`config.mk`:
```
export PLATFORM = sky130hd
export DESIGN_NAME = if_id_stage
export DESIGN_NICKNAME = d
export VERILOG_FILES = /design/src/rtl/if_id_stage.sv
export SDC_FILE = /design/constraint.sdc
export NUM_CORES = 1
export LEC_CHECK = 0
export ABC_AREA = 1
export ABC_CLOCK_PERIOD_IN_PS = 4070
export CAP_MARGIN = 20
export CELL_PAD_IN_SITES_DETAIL_PLACEMENT = 1
export CELL_PAD_IN_SITES_GLOBAL_PLACEMENT = 1
export CORE_MARGIN = 1
export CORE_UTILIZATION = 33
export DETAILED_ROUTE_END_ITERATION = 7
export GPL_ROUTABILITY_DRIVEN = 0
export PLACE_DENSITY = 0.75
export SYNTH_ARGS = -nofsm -noshare
export SYNTH_HDL_FRONTEND = slang
export SYNTH_SLANG_ARGS = --single-unit
```
`constraint.sdc`:
```
create_clock -name clk -period 4.07 [get_ports clk]
set_clock_uncertainty 0.1 [all_clocks]
set_input_delay 0.814 -clock clk [delete_from_list [all_inputs] [get_ports clk]]
set_output_delay 0.814 -clock clk [all_outputs]
set_load 0.03 [all_outputs]
```
`src/rtl/if_id_stage.sv`:
```
// rtl/if_id_stage.sv - PC register and IF/ID pipeline register with stall/flush counters
// Branch redirect outranks stall; counters saturate at 16'hFFFF.
module if_id_stage #(
  parameter logic [15:0] RESET_PC = 16'h0000
) (
  input  logic        clk,
  input  logic        rst,
  input  logic        PCwrite,
  input  logic        Id_write,
  input  logic        branch_taken,
  input  logic [15:0] branch_target,
  output logic [15:0] imem_addr,
  input  logic [15:0] imem_data,
  output logic [15:0] Id_instr,
  output logic [15:0] Id_pc,
  output logic        Id_valid,
  output logic [2:0]  Rs,
  output logic [2:0]  Rt,
  output logic [15:0] stall_count,
  output logic [15:0] flush_count
);

  logic [15:0] pc;
  logic [15:0] pc_plus1;

  assign pc_plus1  = pc + 16'd1;
  assign imem_addr = pc;

  always_ff @(posedge clk or posedge rst) begin
    if (rst) begin
      pc          <= RESET_PC;
      Id_instr    <= 16'h0000;
      Id_pc       <= 16'h0000;
      Id_valid    <= 1'b0;
      stall_count <= 16'h0000;
      flush_count <= 16'h0000;
    end else begin
      if (branch_taken)
        pc <= branch_target;
      else if (PCwrite)
        pc <= pc_plus1;

      // A redirect squashes the fetched word into a NOP bubble.
      if (branch_taken) begin
        Id_instr <= 16'h0000;
        Id_pc    <= 16'h0000;
        Id_valid <= 1'b0;
      end else if (Id_write) begin
        Id_instr <= imem_data;
        Id_pc    <= pc_plus1;
        Id_valid <= 1'b1;
      end

      if (!PCwrite && !branch_taken && stall_count != 16'hFFFF)
        stall_count <= stall_count + 16'd1;
      if (branch_taken && flush_count != 16'hFFFF)
        flush_count <= flush_count + 16'd1;
    end
  end

  assign Rs = Id_valid ? Id_instr[11:9] : 3'd0;
  assign Rt = Id_valid ? Id_instr[8:6]  : 3'd0;

endmodule

```
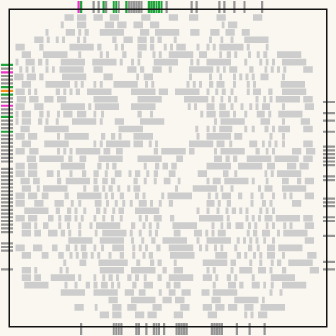
Fig. 1. I/O pins on the die edge.
Pins as bars across the die edge, other pins in grey.
Key: green = `Id_instr` [pins 16, direction output, edge 11 top, 5 left]; orange = `Id_valid` [pins 1, direction output, edge left]; magenta = `Rs` [pins 3, direction output, edge 2 left, 1 top]
All pins by edge: 49 left, 30 top, 25 bottom, 20 right.

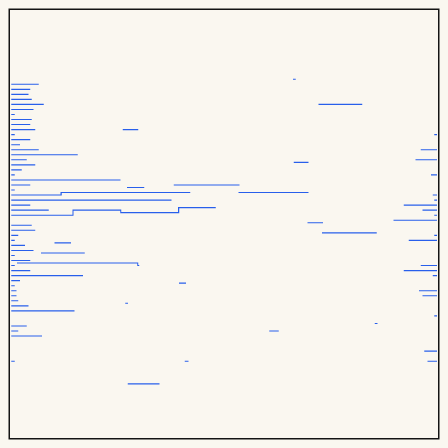
Fig. 2. Signal wires on met3.
The wires run mostly horizontal. The longest straight run is 43.0 um. The layer holds 4.7% of the routed length. The layer carries 607 um of wire. 77 nets have wire on it.

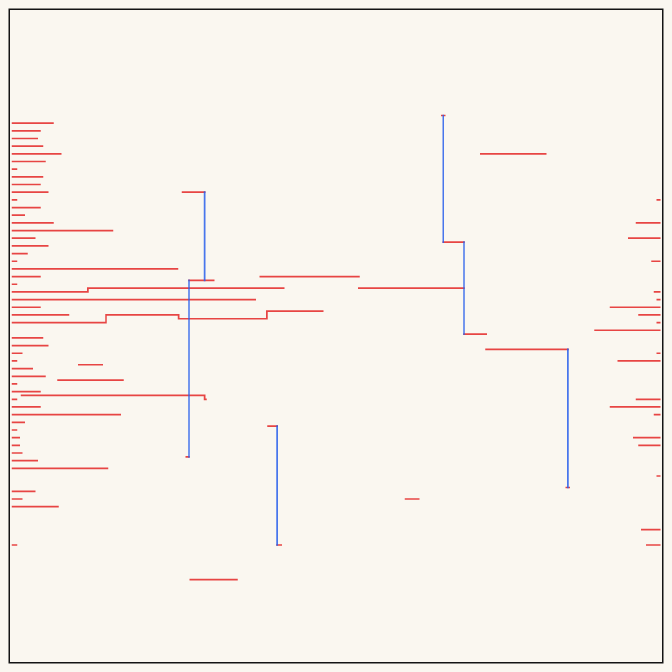
Fig. 3. Routed metal, one colour a layer.
Two of the layers only.
Key: blue = metal 4 [wire length 131 um]; red = metal 3 [wire length 607 um]

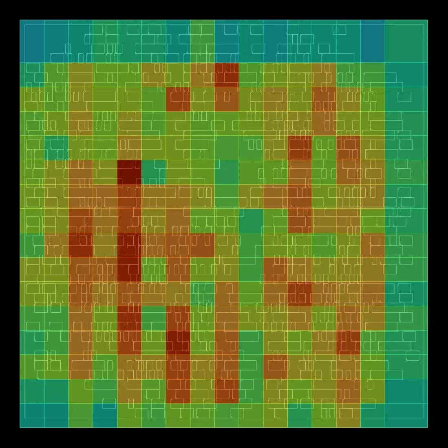
Fig. 4. Routing congestion.
routed len/inst: 15.1 um
met3 usage in global routing: 4.29%
met2 GRT Util: 35.2%

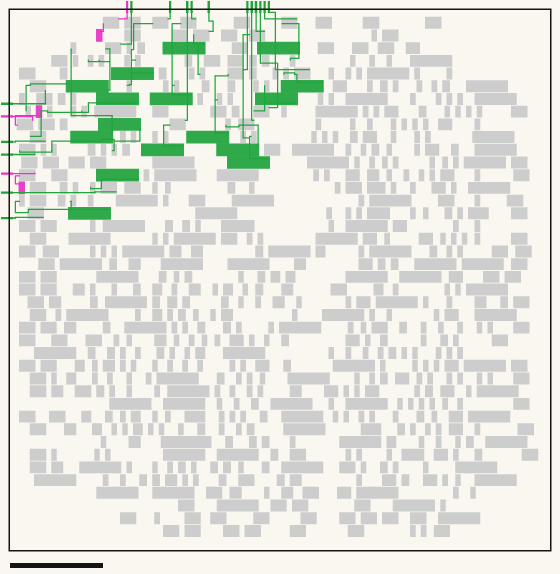
Fig. 5. Wires at chosen ports, followed through buffers.
Bar = 20 um.
Key: magenta = `Rs` [bits 3, direction output, edge 2 left, 1 top, end cells 3, buffers 3, wire 28.0 um]; green = `Id_instr` [bits 16, direction output, edge 11 top, 5 left, end cells 16, buffers 16, wire 526 um]

==> out/metrics.yaml <==
drive_gt1_share_pct: 4.70
num_vias: 4155
synth_seq_share_pct: 47.6
path_delay_family: "buffers and inverters"
tritoncts.num_buffers: 9
worstSetupStartpointType: "flip-flop"
outcome: "completed"
antenna_cells: 0
crit_buf_inv: 2
chip_area_um2: 13400
drc: 0
numSynthFlops: 81
tool_warnings: 26
worstPathArrival_ns: 1.64
ys.flop_type: "dfrtp_1"
synth-adder-area-share_pct: 0.881
globalRouteTotalUtil_pct: 20.4
topCellsByArea: "dfrtp_1 (48%), nand2_1 (20%), nand3_1 (5.3%)"
dp_hpwl_um: 9300
first_global_vias: 4264
ios: 124
dr.first_iter.drc_count: 153
endpoint_kind: "primary output"
setup_viol: 0
## state kept, by name, indices dropped and copies added, names as in the netlist
| signal | cells |
|---|---|
| imem_addr | 16 |
| flush_count | 16 |
| stall_count | 16 |
| Id_valid | 1 |
| Id_pc | 16 |
| Id_instr | 16 |
## layer usage
layer | vias up | part of all wire (%) | routed length, um | GRT usage (%)
met1 | 2045 | 46 | 5890 | 26.0
li1 | 2003 | - | - | -
met3 | 13 | 4.7 | 606 | 4.29
met2 | 94 | 49 | 6270 | 35.2
met5 | - | 0 | 0 | 0
met4 | 0 | 1.0 | 131 | 5.28
## final timing paths
path	start	to	slack, ns	cells past startpoint
min in group asynchronous	rst	stall_count[0]$_DFFE_PP0P_	0.81	2
min	Id_instr[15]$_DFFE_PP0P_	Id_instr[15]$_DFFE_PP0P_	0.37	2
min reg2reg	Id_instr[15]$_DFFE_PP0P_	Id_instr[15]$_DFFE_PP0P_	0.37	2
max in group asynchronous	rst	flush_count[10]$_DFFE_PP0P_	2.16	3
max	Id_valid$_DFFE_PP0P_	Rt[2]	1.52	3
max reg2reg	flush_count[0]$_DFFE_PP0P_	flush_count[14]$_DFFE_PP0P_	1.94	10
## cell families (layout without fill, tap and decap cells)
family	Yosys count	count (layout)
flops	81	81
compound gates	48	48
fa+ha+maj	3	3
buf+inv	60	185
simple gates	334	334
xor+xnor	30	30
## per-stage QoR
stage	util, %	total power [mW]	area (um2)	std cells	hold WS, ns
6_report	47.2	2.51	5950	853	0.374
5_1_grt	47.2	2.64	5950	853	0.401
4_1_cts	47.2	2.54	5950	853	0.376
3_5_place_dp	44.8	1.70	5660	838	0.362
3_3_place_gp	44.8	1.68	5660	838	0.355
2_1_floorplan	-	1.40	4260	556	0.552
## report_power, final
| part | switching [mW] | total, mW | internal (mW) |
|---|---|---|---|
| Sequential | 0.128 | 1.02 | 0.891 |
| Clock | 0.331 | 0.834 | 0.504 |
| Combinational | 0.380 | 0.660 | 0.280 |
| Total | 0.839 | 2.51 | 1.67 |
## cells in the final DEF, fill, tap and decap left out, types with 3 or more instances in the layout
| master | count |
|---|---|
| nand2_1 | 222 |
| clkdlybuf4s50_1 | 123 |
| dfrtp_1 | 81 |
| nand3_1 | 45 |
| nor2_1 | 44 |
| inv_1 | 37 |
| o21ai_0 | 27 |
| xnor2_1 | 21 |
| a22oi_1 | 13 |
| nand4_1 | 11 |
| xor2_1 | 9 |
| clkbuf_16 | 9 |
| buf_4 | 6 |
| a21oi_1 | 4 |
| nor2_2 | 3 |
| nand3_2 | 3 |
| clkinv_2 | 3 |
| ha_1 | 3 |
## worst register-to-register path, cell delays in order, from the launching register on
cell	delay, ns
dfrtp_1	0.44
ha_1	0.23
inv_1	0.06
nor2_2	0.12
nand2_1	0.11
inv_2	0.07
nand3_2	0.06
nand2_2	0.31
inv_1	0.31
nand2_1	0.15
nand2_1	0.06
## final cells by class
type / instances / area, um2
clock buffers: 12 / 256
clock inverters: 3 / 40.0
fillers: 1547 / 6670
inverters: 40 / 151
multi-input cells: 415 / 1970
flip-flops and latches: 81 / 2030
well taps: 172 / 215
repair buffers: 130 / 1300
Power is estimated from default activity; no workload was simulated.
